--- src/rtl/dmni_brlite_svc_rx.sv ---
`default_nettype none
// +----------------------------------------------------------------------------+
// | dmni_brlite_svc_rx : receive FIFO for BrLite service records into the DMNI |
// | Revision 1.0                                                               |
// +----------------------------------------------------------------------------+
module dmni_brlite_svc_rx #(
    parameter int BUFFER_SIZE  = 8,
    parameter bit IRQ_ON_RESET = 1'b0
) (
    input  logic                           clk_i,
    input  logic                           rst_i,
    input  logic                           rx_valid_i,
    output logic                           rx_ready_o,
    input  logic [71:0]                    rx_data_i,
    input  logic                           pop_i,
    input  logic                           irq_en_i,
    input  logic                           irq_en_we_i,
    input  logic                           ovf_clr_i,
    output logic                           head_valid_o,
    output logic [31:0]                    head_payload_o,
    output logic [15:0]                    head_seq_source_o,
    output logic [15:0]                    head_producer_o,
    output logic [7:0]                     head_ksvc_o,
    output logic [$clog2(BUFFER_SIZE):0]   count_o,
    output logic                           full_o,
    output logic                           underflow_o,
    output logic                           stall_o,
    output logic                           irq_o
);

    localparam int PTR_W = $clog2(BUFFER_SIZE);
    localparam int CNT_W = PTR_W + 1;

    logic [71:0]      mem_q [BUFFER_SIZE];
    logic [PTR_W-1:0] wr_ptr_q, rd_ptr_q;
    logic [CNT_W-1:0] count_q, count_d;
    logic             underflow_q, stall_q;
    logic             irq_en_q, irq_en_d;
    logic             irq_q;

    logic             full_w, empty_w, push_w, pop_w;
    logic [71:0]      head_w;

    assign full_w  = (count_q == CNT_W'(BUFFER_SIZE));
    assign empty_w = (count_q == '0);
    // Both handshake qualifiers come from registered state only.
    assign push_w  = rx_valid_i && !full_w;
    assign pop_w   = pop_i && !empty_w;

    always_comb begin
        count_d = count_q;
        case ({push_w, pop_w})
            2'b10:   count_d = count_q + CNT_W'(1);
            2'b01:   count_d = count_q - CNT_W'(1);
            default: count_d = count_q;
        endcase
    end

    assign irq_en_d = irq_en_we_i ? irq_en_i : irq_en_q;

    always_ff @(posedge clk_i) begin
        if (rst_i) begin
            wr_ptr_q    <= '0;
            rd_ptr_q    <= '0;
            count_q     <= '0;
            underflow_q <= 1'b0;
            stall_q     <= 1'b0;
            irq_en_q    <= IRQ_ON_RESET;
            irq_q       <= 1'b0;
        end else begin
            if (push_w) begin
                wr_ptr_q <= wr_ptr_q + PTR_W'(1);
            end
            if (pop_w) begin
                rd_ptr_q <= rd_ptr_q + PTR_W'(1);
            end
            count_q <= count_d;
            // A new error event takes priority over a clear in the same cycle.
            if (pop_i && empty_w) begin
                underflow_q <= 1'b1;
            end else if (ovf_clr_i) begin
                underflow_q <= 1'b0;
            end
            if (rx_valid_i && full_w) begin
                stall_q <= 1'b1;
            end else if (ovf_clr_i) begin
                stall_q <= 1'b0;
            end
            irq_en_q <= irq_en_d;
            irq_q    <= irq_en_d && (count_d != '0);
        end
    end

    always_ff @(posedge clk_i) begin
        if (push_w && !rst_i) begin
            mem_q[wr_ptr_q] <= rx_data_i;
        end
    end

    assign head_w            = mem_q[rd_ptr_q];
    assign head_payload_o    = head_w[71:40];
    assign head_seq_source_o = head_w[39:24];
    assign head_producer_o   = head_w[23:8];
    assign head_ksvc_o       = head_w[7:0];

    assign rx_ready_o   = !full_w;
    assign head_valid_o = !empty_w;
    assign count_o      = count_q;
    assign full_o       = full_w;
    assign underflow_o  = underflow_q;
    assign stall_o      = stall_q;
    assign irq_o        = irq_q;

endmodule
`default_nettype wire

--- config.mk ---
export PLATFORM = sky130hd
export DESIGN_NAME = dmni_brlite_svc_rx
export DESIGN_NICKNAME = d
export VERILOG_FILES = /design/src/rtl/dmni_brlite_svc_rx.sv
export SDC_FILE = /design/constraint.sdc
export NUM_CORES = 1
export LEC_CHECK = 0
export ABC_AREA = 1
export CAP_MARGIN = 20
export CORE_ASPECT_RATIO = 0.9
export CORE_MARGIN = 5
export CORE_UTILIZATION = 55
export DETAILED_ROUTE_END_ITERATION = 10
export PLACE_DENSITY = 0.74
export SLEW_MARGIN = 20
export SYNTH_ARGS = -nofsm -noshare
export SYNTH_HDL_FRONTEND = slang
export SYNTH_SLANG_ARGS = --single-unit
--- constraint.sdc ---
create_clock -name clk_i -period 19.1 [get_ports clk_i]
set_input_delay 3.82 -clock clk_i [delete_from_list [all_inputs] [get_ports clk_i]]
set_output_delay 3.82 -clock clk_i [all_outputs]
set_load 0.1 [all_outputs]
Figure 1. Cell area per tile (run 1).
Scale bar: 50 µm. 23 x 20 tiles, from white (low) to dark blue (high), 0 to 100% covered.
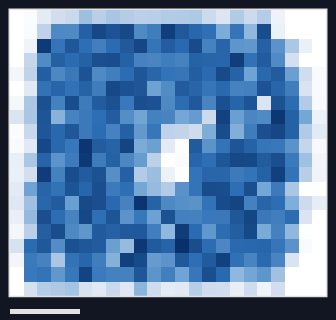
tiles over 75% full: 37%
mean over tiles: 57%
nearly empty tiles: 7.4%
fullest tile: 100%
Final Core Density: 0.647
Initial Utilization: 0.556
Std-Cell Core Area: 0.0418 mm²

Figure 2. Cell placement (run 1).
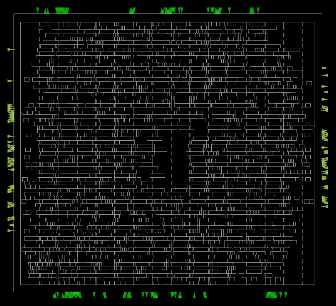
Layout Cells excl Fill: 2473
Rows: 71
# fillers: 2981
Seq/total area: 0.654

Figure 3. Sequential cells grouped by signal name (run 1).
Scale bar: 50 µm. Other sequential cells in the stronger gray, the rest of the logic in the fainter gray.
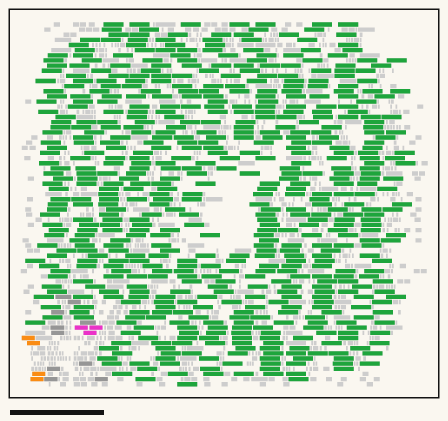
[magenta] wr_ptr_q | flops: 3
[green] mem_q | flops: 576 | where: widely spread
[orange] count_o | flops: 4 | where: south-west
not colored: 10
Seq power: 1.54 mW
register area: 0.0176 mm²

-- run 1: cell families (layout without fill, tap and decap cells) --
family	count (synthesis)	in the layout
xor+xnor	2	2
fa+ha+maj	5	5
simple gates	706	706
mux	1	1
compound gates	305	305
flops	593	593
buf+inv	133	310
other cells	0	4
-- run 1: flip-flops by register name, indices dropped and copies added, names as in the netlist, named ones only --
signal / cells
mem_q: 576
count_o: 4
rd_ptr_q: 3
wr_ptr_q: 3
irq_en_q: 1
irq_o: 1
stall_o: 1
underflow_o: 1
-- run 1: worst max-delay path, stage by stage (launching register included) --
cell	delay, ps
dfxtp_4	1030
buf_4	840
buf_4	800
o21ai_0	220
o32ai_1	170
nand2_1	90
nand2_1	180
clkdlybuf4s50_1	1160
-- run 1: path summary, 6_finish.rpt --
path | slack (ps) | start | to | cells after the start
max | 10020 | flop | head_producer_o[1] | 7
min | 450 | rd_ptr_q[2]$_SDFFE_PP0N_ | flop | 2
max reg2reg | 15690 | count_o[2]$_SDFF_PP0_ | mem_q[5][33]$_DFFE_PP_ | 7
min reg2reg | 450 | rd_ptr_q[2]$_SDFFE_PP0N_ | flop | 2
-- run 1: layout by cell type, fill, tap and decap left out, types with 19 or more instances in the layout --
cell type | netlist | routed
o21ai_0 | 151 | 151
buf_4 | 8 | 19
nand2_1 | 246 | 246
clkbuf_16 | 0 | 61
nor2_1 | 445 | 441
edfxtp_1 | 576 | 576
clkdlybuf4s50_1 | 0 | 160
inv_1 | 20 | 20
o32ai_1 | 144 | 144
-- run 1: final cells by class --
cell class	instances	area (µm²)
antenna	4	10.0
clock buffer	66	1550
clock inverter	41	365
fill	2981	14800
inverter	22	90.1
multi-input combinational	1019	4880
sequential	593	17600
tap	547	684
timing repair buffer	181	1780
-- run 1: power by group through the flow --
stage / Sequential [mW] / Clock, mW / Combinational (mW)
2_1_floorplan: 1.55 / 0 / 1.43
3_3_place_gp: 1.56 / 0 / 1.79
3_5_place_dp: 1.56 / 0 / 1.81
4_1_cts: 1.54 / 1.15 / 1.82
5_1_grt: 1.54 / 1.20 / 1.91
6_report: 1.54 / 1.13 / 1.81
-- run 1: layer usage --
metal | GRT usage | share of wire | wire, µm | vias up
li1 | - | - | - | 6639
met1 | 0.308 | 0.43 | 21700 | 6899
met2 | 0.344 | 0.48 | 23900 | 482
met3 | 0.0411 | 0.069 | 3440 | 72
met4 | 0.0591 | 0.019 | 974 | 4
met5 | 0 | 0.00052 | 26 | -
-- run 1: stage by stage --
step,hold WS (ps),util
after floorplan,433,-
after global placement,436,0.600
after detailed placement,445,0.600
after CTS,453,0.646
after global routing,488,0.646
final,453,0.647
==> impl_metrics.py, run 1 <==
# Metrics from the implementation run
metrics = {
    "status": {
        "status": "complete, no violations",
    },
    "logic_synthesis": {
        "synth-xor-area-share": 0.000755,
        "ys_ff": 593,
        "ys_cells": 1745,
        "flop_cell": "edfxtp_1",
        "yosys_warnings": 0,
        "syn_area_mm2": 0.0232,
        "compound_area_frac": 0.0891,
        "syn_avg_cell_area_um2": 13.3,
        "fa_ha_area_frac": 0.00270,
        "topCombFamilyByArea": "simple AND/OR/NAND/NOR gates",
        "yosys.cell_types.count": 24,
        "synthTopCellsByArea": "edfxtp_1, nor2_1, o32ai_1",
        "syn_nets": 1829,
        "top_area_cell": "edfxtp_1",
        "muxShareOfSynthArea": 0.000431,
        "synth_seq_share": 0.760,
        "syn_inst": 1745,
        "common_cells": "edfxtp_1, nor2_1, nand2_1",
        "synth-edff-count": 576,
        "top_area_frac": 0.745,
    },
    "sta": {
        "hold_violations": 0,
        "tns_ps": 0,
        "rsz0062_at_grt": "false",
        "period_used_share": 0.475,
        "max_freq_mhz": 110,
        "layout_setup_ws_ps": 10020,
        "slew_headroom": 0.235,
        "setup-violations-final": 0,
        "tightest_slew_ps": 1150,
    },
    "critical_path": {
        "arrival_ps": 5260,
        "crit_type": "reg -> out",
        "start_kind": "flop",
        "end_kind": "primary output",
        "required_ps": 15280,
    },
    "power": {
        "power.total_mw": 4.47,
        "p_clk_frac": 0.252,
        "p_leak_nw": 9.10,
        "sequentialPowerShare": 0.344,
        "p_sw_frac": 0.425,
        "power_switching_mw": 1.90,
        "vdd_drop_max_mv": 0.156,
        "intPower_mw": 2.57,
    },
    "clock_network": {
        "clk_pin_slew_ps": 60,
        "cts_root_buffer": "clkbuf_16",
        "cts_resized": 0,
        "postCtsHoldBufs": 0,
        "cts_tree": "yes",
        "h-tree-depth": 2,
        "post_cts_buffers": 0,
        "clock-sinks": 593,
    },
    "worst_hold_path": {
        "hold_class": "reg -> reg",
    },
    "place": {
        "place_congestion": 0.764,
        "pre_cts_ws_ps": 10610,
        "port_buffers": 160,
        "dp.cells": 2362,
        "placed_cell_area_mm2": 0.0251,
        "hpwlAfterDp_um": 26100,
    },
    "cells_and_area": {
        "syn_to_final_growth_pct": 16.3,
        "final_area_mm2": 0.0270,
        "layout-drive-gt1-share": 0.0624,
    },
    "drt": {
        "drtAntennaViolNets": 0,
        "drt_first_pass_iters": 5,
        "route.detailed.drc": 0,
        "wl_per_cell_um": 20.2,
        "vias_per_cell": 5.70,
        "vias": 14096,
    },
    "die": {
        "die_height_um": 205,
        "pin_count": 161,
        "dieArea_mm2": 0.0464,
        "fp.dieW_um": 227,
    },
    "global_routing": {
        "grt_pass1_vias": 14012,
        "grt_pass1_wl_um": 78300,
        "grtUsageTotal": 0.215,
        "antenna_found_initial": 4,
    },
    "run": {
        "max_cap_viol_count": 0,
        "tool_warnings": 39,
    },
}
--- run 2 (diff from run 1) ---
- clock period: 19.1 -> 9.15 ns (I/O delays scaled with it)
Figure 4. Sequential cells grouped by signal name (run 2).
Scale bar: 50 µm. Other sequential cells in the stronger gray, the rest of the logic in the fainter gray.
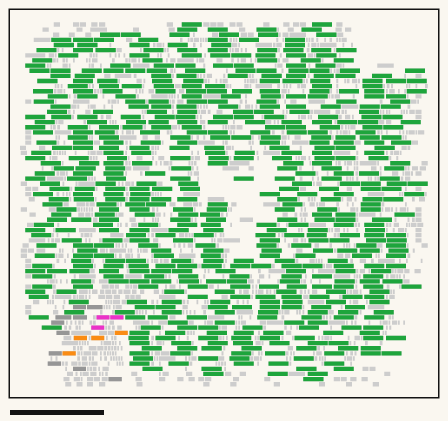
[orange] count_o | flops: 4 | where: south-west
[magenta] wr_ptr_q | flops: 3
[green] mem_q | flops: 576 | where: widely spread
not colored: 10
Seq/total area: 0.657
Final Core Density: 0.643
Seq power: 3.18 mW

Figure 5. Power grid (run 2).
Scale bar: 50 µm. Pins as bars on the die edge. Tap cells in gray.
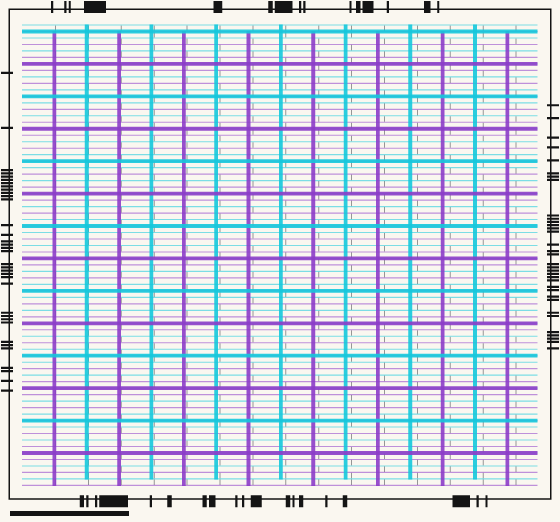
[cyan] VDD
[purple] VSS
tap cells: 547
met4 straps: 15
Die W: 227 µm
Peak VDD IR: 0.370 mV
die height: 205 µm

Figure 6. Cell area per tile (run 2).
Scale bar: 50 µm. 23 x 20 tiles, from white (low) to dark blue (high), 0 to 100% covered.
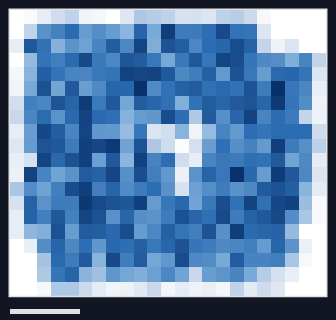
fullest tile: 100%
nearly empty tiles: 6.7%
tiles over 75% full: 32%
mean over tiles: 56%

==> run 2 against run 1 <==
Count of clock-buffer cells in the layout is 7 higher; cell area is 0.56% lower; clock power is 95% higher; sequential share of layout area is 0.37 points higher; critical endpoint is now head_seq_source_o[3]; critical path depth stayed put; register-to-register slack worse by 9700 ps; highest routed layer unchanged; final cell count is 0.44% lower; combinational power is 110% higher; clock skew is 5.2 ps higher; synthesized cell count stayed put.
==> impl_metrics.py, run 2 <==
# Metrics from the implementation run
metrics = {
    "cells_and_area": {
        "top_register": "mem_q",
        "final_cell_mix": "edfxtp_1, nor2_1, nand2_1",
        "syn_to_final_growth_pct": 15.7,
        "layout-drive-gt1-share": 0.0611,
        "fin_cells": 2462,
        "largest_reg_flops": 576,
    },
    "clock_network": {
        "cts_root_buffer": "clkbuf_16",
        "clock-sinks": 593,
        "clk_pin_slew_ps": 60,
        "cts_resized": 0,
        "postCtsHoldBufs": 0,
    },
    "drt": {
        "wl_per_cell_um": 20.3,
        "route.detailed.drc": 0,
        "vias_per_cell": 5.75,
        "drt_first_pass_iters": 5,
    },
    "run": {
        "max_cap_viol_count": 0,
        "tool_warnings": 36,
    },
    "power": {
        "p_clk_frac": 0.240,
        "power_switching_mw": 3.94,
        "p_leak_nw": 9.04,
        "p_sw_frac": 0.429,
        "sequentialPowerShare": 0.346,
        "intPower_mw": 5.25,
    },
    "logic_synthesis": {
        "ys_ff": 593,
        "syn_nets": 1829,
        "synth-edff-count": 576,
        "synthTopCellsByArea": "edfxtp_1, nor2_1, o32ai_1",
        "synth_seq_share": 0.760,
        "yosys_warnings": 0,
        "top_area_frac": 0.745,
        "syn_area_mm2": 0.0232,
        "syn_inst": 1745,
        "ys_cells": 1745,
        "top_area_cell": "edfxtp_1",
        "top_cell": "edfxtp_1",
        "flop_cell": "edfxtp_1",
    },
    "place": {
        "hpwlAfterDp_um": 25600,
        "place_congestion": 0.744,
        "dp.cells": 2363,
        "port_buffers": 160,
    },
    "critical_path": {
        "critPathBufInv": 3,
        "critPathMaxStageDelay_ps": 1140,
        "end_kind": "primary output",
        "r2r_start": "count_o[2]$_SDFF_PP0_",
        "reg2reg_slack_ps": 5950,
        "path_depth": 7,
        "arrival_ps": 4580,
        "r2r_cells": 8,
        "crit_slowest_cell": "clkdlybuf4s50_1",
        "worst_path_dominant_cell_family": "buffers and inverters",
        "crit_path_cell_trace": "inv_8 > buf_4 > nor2_1 > o32ai_1 > nand2_1 > nand2_1 > clkdlybuf4s50_1",
        "crit_top_cell": "nand2_1",
        "crit_type": "reg -> out",
        "timing.rr.end": "mem_q[3][14]$_DFFE_PP_",
    },
    "sta": {
        "slew_headroom": 0.263,
        "rsz0062_at_grt": "false",
        "hold_violations": 0,
        "tns_ps": 0,
        "setup-violations-final": 0,
        "max_freq_mhz": 156,
        "period_used_share": 0.701,
    },
    "global_routing": {
        "grtUsageTotal": 0.214,
        "grt_pass1_vias": 14159,
    },
    "status": {
        "status": "complete, no violations",
    },
    "die": {
        "fp_util": 0.556,
        "pin_count": 161,
        "core_region_area_mm2": 0.0418,
    },
    "worst_hold_path": {
        "hold_class": "reg -> reg",
        "holdPathStages": 2,
        "hp-start": "rd_ptr_q[2]$_SDFFE_PP0N_",
    },
}
## run 2: cell count changes in the layout (fill, tap and decap cells not counted)
| cell | previous run | this run |
|---|---|---|
| bufinv_16 | 7 | 3 |
| clkinv_4 | 0 | 1 |
| buf_6 | 1 | 0 |
| clkinvlp_4 | 2 | 0 |
| clkbuf_16 | 61 | 57 |
| clkbuf_1 | 5 | 9 |
| buf_12 | 1 | 2 |
| clkbuf_8 | 0 | 7 |
| buf_4 | 19 | 20 |
| diode_2 | 4 | 1 |
| clkinv_1 | 16 | 7 |
| clkinv_2 | 16 | 14 |
## run 2: power groups by stage
stage                     logic [mW]  registers, mW  clock network (mW)
final                           3.80           3.18                2.20
after global placement          3.76           3.24                   0
after detailed placement        3.80           3.24                   0
after floorplan                 2.99           3.25                   0
after CTS                       3.82           3.18                2.25
after global routing            4.02           3.20                2.36
## run 2: stage by stage
step                hold slack, ps   util  power [mW]  setup slack [ps]  instance area [µm²]
detailed placement             458  0.601        7.04              3410                25100
floorplan                      433      -        6.24              1030                23200
global placement               438  0.601        6.99              3530                25100
global route                   484  0.643        9.58              2520                26800
CTS                            472  0.643        9.25              2750                26800
finish                         469  0.643        9.19              2740                26800
## run 2: worst max-delay path by stage
stage,end,slack [ps]
final,head_seq_source_o[3],2740
after global routing,head_producer_o[13],2520
after CTS,head_seq_source_o[3],2750
after detailed placement,head_producer_o[13],3410
after global placement,head_producer_o[13],3530
after floorplan,mem_q[0][0]$_DFFE_PP_,1030
## run 2: per-layer routing
layer | track usage | routed length (µm) | vias to the layer above
met4 | 0.0621 | 1110 | 4
met2 | 0.354 | 24200 | 444
met1 | 0.296 | 21200 | 6997
met5 | 0 | 27 | -
met3 | 0.0394 | 3430 | 83
li1 | - | - | 6621
## run 2: final cells by class
type | instances | area (µm²)
antenna | 1 | 2.50
clock buffer | 73 | 1560
clock inverter | 25 | 195
fill | 3033 | 14900
inverter | 22 | 90.1
multi-input combinational | 1019 | 4880
sequential | 593 | 17600
tap | 547 | 684
timing repair buffer | 182 | 1790
## run 2: cells by family (layout without fill, tap and decap cells)
logic type / Yosys count / after routing / share of synthesized area
AND-OR/OR-AND: 305 / 305 / 0.0891
XOR/XNOR: 2 / 2 / 0.000755
adder cells (fa/ha/maj): 5 / 5 / 0.00270
buffers and inverters: 133 / 302 / 0.0318
flip-flops: 593 / 593 / 0.760
multiplexers: 1 / 1 / 0.000431
other: 0 / 1 / 0
AND/OR/NAND/NOR: 706 / 706 / 0.115
## run 2: worst min-delay path, cell delays in order (launching register included)
cell     delay (ps)
dfxtp_1         320
inv_1            50
a21oi_1          60
Figure 7. I/O nets highlighted (run 2).
Scale bar: 50 µm.
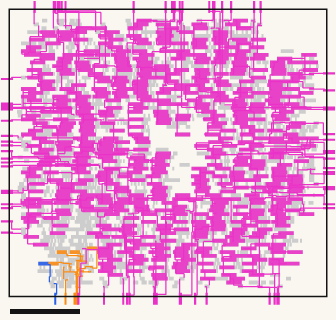

--- run 3 (diff from run 2) ---
- clock period: 9.15 -> 6.3 ns (I/O delays scaled with it)
Figure 8. I/O nets highlighted (run 3).
Scale bar: 50 µm.
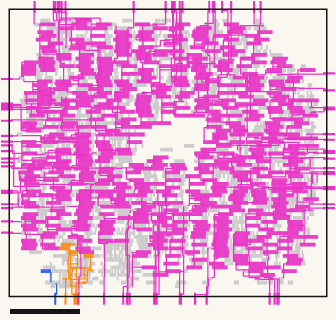
[orange] count_o | bits: 4 | direction: output | edge: south | end cells: 4 | buffers: 4 | wire: 245 µm
[blue] irq_o | bits: 1 | direction: output | edge: south | end cells: 1 | buffers: 1 | wire: 17.3 µm
[magenta] rx_data_i | bits: 72 | direction: input | edge: 21 north, 19 west, 16 south, 16 east | end cells: 576 | buffers: 72 | wire: 7290 µm

Figure 9. Cell area per tile (run 3).
Scale bar: 50 µm. 23 x 20 tiles, from white (low) to dark blue (high), 0 to 100% covered.
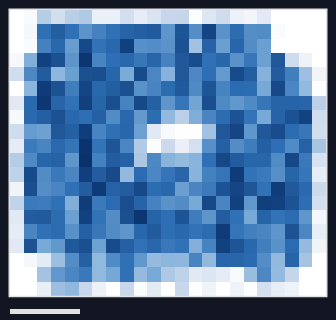
tiles over 75% full: 35%
emptiest ninth of the die: north-east
nearly empty tiles: 8.0%
fullest tile: 99%
mean over tiles: 57%
Final Core Density: 0.646

Figure 10. Cell placement (run 3).
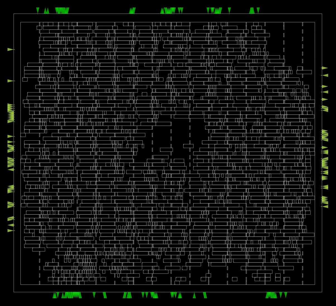
# fillers: 3024
Layout Cells excl Fill: 2463
Tap Cells: 547

==> run 3 against run 2 <==
First-iteration DRC count grew 4.2%; worst setup slack got worse by 1900 ps; critical endpoint is now head_payload_o[1]; cell area increased by 0.45%; critical path depth shrank 1; synthesized cell count unchanged; final cell count is essentially flat; utilization up 0.29 points; combinational power up 46%; die size did not move; highest routed layer unchanged.
==> impl_metrics.py, run 3 <==
# Metrics from the implementation run
metrics = {
    "logic_synthesis": {
        "synthTopCellsByArea": "edfxtp_1, nor2_1, o32ai_1",
        "yosys.cell_types.count": 24,
        "synth-edff-count": 576,
        "syn_nets": 1829,
        "syn_area_mm2": 0.0232,
        "flop_cell": "edfxtp_1",
        "top_area_frac": 0.745,
        "ys_cells": 1745,
        "syn_avg_cell_area_um2": 13.3,
        "top_area_cell": "edfxtp_1",
        "synth_seq_share": 0.760,
        "ys_ff": 593,
        "syn_inst": 1745,
        "yosys_warnings": 0,
        "common_cells": "edfxtp_1, nor2_1, nand2_1",
    },
    "power": {
        "p_sw_frac": 0.429,
        "sequentialPowerShare": 0.346,
        "vdd_drop_max_mv": 0.490,
        "p_leak_nw": 9.04,
        "power_switching_mw": 5.71,
        "p_clk_frac": 0.236,
    },
    "critical_path": {
        "reg2reg_slack_ps": 3400,
        "start_kind": "flop",
        "end_kind": "primary output",
        "required_ps": 5040,
        "arrival_ps": 4160,
    },
    "cells_and_area": {
        "syn_to_final_growth_pct": 16.2,
        "largest_reg_flops": 576,
        "final_area_mm2": 0.0270,
        "final_cell_mix": "edfxtp_1, nor2_1, nand2_1",
        "mostFrequentLayoutCell": "edfxtp_1",
        "layout-drive-gt1-share": 0.0554,
    },
    "place": {
        "port_buffers": 160,
        "dp.cells": 2362,
        "hpwlAfterDp_um": 25300,
        "placed_cell_area_mm2": 0.0252,
        "place_congestion": 0.744,
    },
    "drt": {
        "vias_per_cell": 5.73,
        "drtAntennaViolNets": 0,
        "route.detailed.drc": 0,
        "wl_per_cell_um": 20.1,
        "vias": 14107,
        "drt_first_pass_iters": 6,
    },
    "global_routing": {
        "grt_use_met1": 0.293,
        "met3_usage": 0.0395,
        "grt_pass1_wl_um": 77000,
        "use_met2": 0.350,
        "grtUsageTotal": 0.212,
    },
    "status": {
        "status": "complete, no violations",
    },
    "clock_network": {
        "cts_root_buffer": "clkbuf_16",
        "cts_resized": 0,
        "clock-sinks": 593,
        "postCtsHoldBufs": 0,
        "h-tree-depth": 2,
        "post_cts_buffers": 0,
    },
    "die": {
        "die_height_um": 205,
        "fp_util": 0.556,
        "dieArea_mm2": 0.0464,
        "fp.dieW_um": 227,
        "pin_count": 161,
    },
    "sta": {
        "period_used_share": 0.860,
        "slew_headroom": 0.254,
        "setup-violations-final": 0,
        "rsz0062_at_grt": "false",
        "hold_violations": 0,
    },
    "worst_hold_path": {
        "hold_class": "reg -> reg",
    },
    "run": {
        "max_cap_viol_count": 0,
        "tool_warnings": 34,
    },
}
run 3: critical path, cell delays in order (launching register included):
cell and delay, ps:
dfxtp_4 760, buf_12 730, nor2_1 150, o32ai_1 390, nand2_1 90, nand2_1 130, clkdlybuf4s50_1 1140
run 3: metal layers:
layer,share of wire,vias up
li1,-,6641
met4,0.018,2
met2,0.49,452
met3,0.069,64
met5,0.00026,-
met1,0.43,6948
run 3: cell type report:
cell class	count	area share
flip-flops and latches	593	0.654
repair buffers	184	0.0727
diodes	3	0.000278
inverters	22	0.00334
clock inverters	23	0.00780
clock buffers	72	0.0550
multi-input cells	1019	0.181
well taps	547	0.0254
run 3: final timing paths:
kind                            endpoint  cells past startpoint                startpoint
setup / recovery       head_payload_o[1]                      6                      flop
hold / removal                      flop                      2  rd_ptr_q[2]$_SDFFE_PP0N_
setup reg to reg  mem_q[7][32]$_DFFE_PP_                      7     count_o[2]$_SDFF_PP0_
hold reg to reg                     flop                      2  rd_ptr_q[2]$_SDFFE_PP0N_
run 3: power by group through the flow:
stage          Combinational (mW)  Clock [mW]  Sequential (mW)
2_1_floorplan                4.35           0             4.71
3_3_place_gp                 5.50           0             4.69
3_5_place_dp                 5.56           0             4.69
4_1_cts                      5.58        3.21             4.61
5_1_grt                      5.88        3.38             4.63
6_report                     5.56        3.14             4.61
run 3: through the flow:
stage / setup WS, ps / hold WS, ps / power (mW)
floorplan: -1820 / 433 / 9.06
global placement: 1620 / 442 / 10.2
detailed placement: 1550 / 446 / 10.3
CTS: 881 / 455 / 13.4
global route: 663 / 466 / 13.9
finish: 881 / 456 / 13.3
run 3: cell families after synthesis:
logic type	after synthesis	share of synthesized area
xor gates and xnor gates	2	0.000755
adders and majority gates	5	0.00270
DFF	593	0.760
AOI/OAI and AO/OA	305	0.0891
muxes	1	0.000431
and+or+nand+nor	706	0.115
buffers and inverters	133	0.0318
Power and IR drop assume default switching activity.
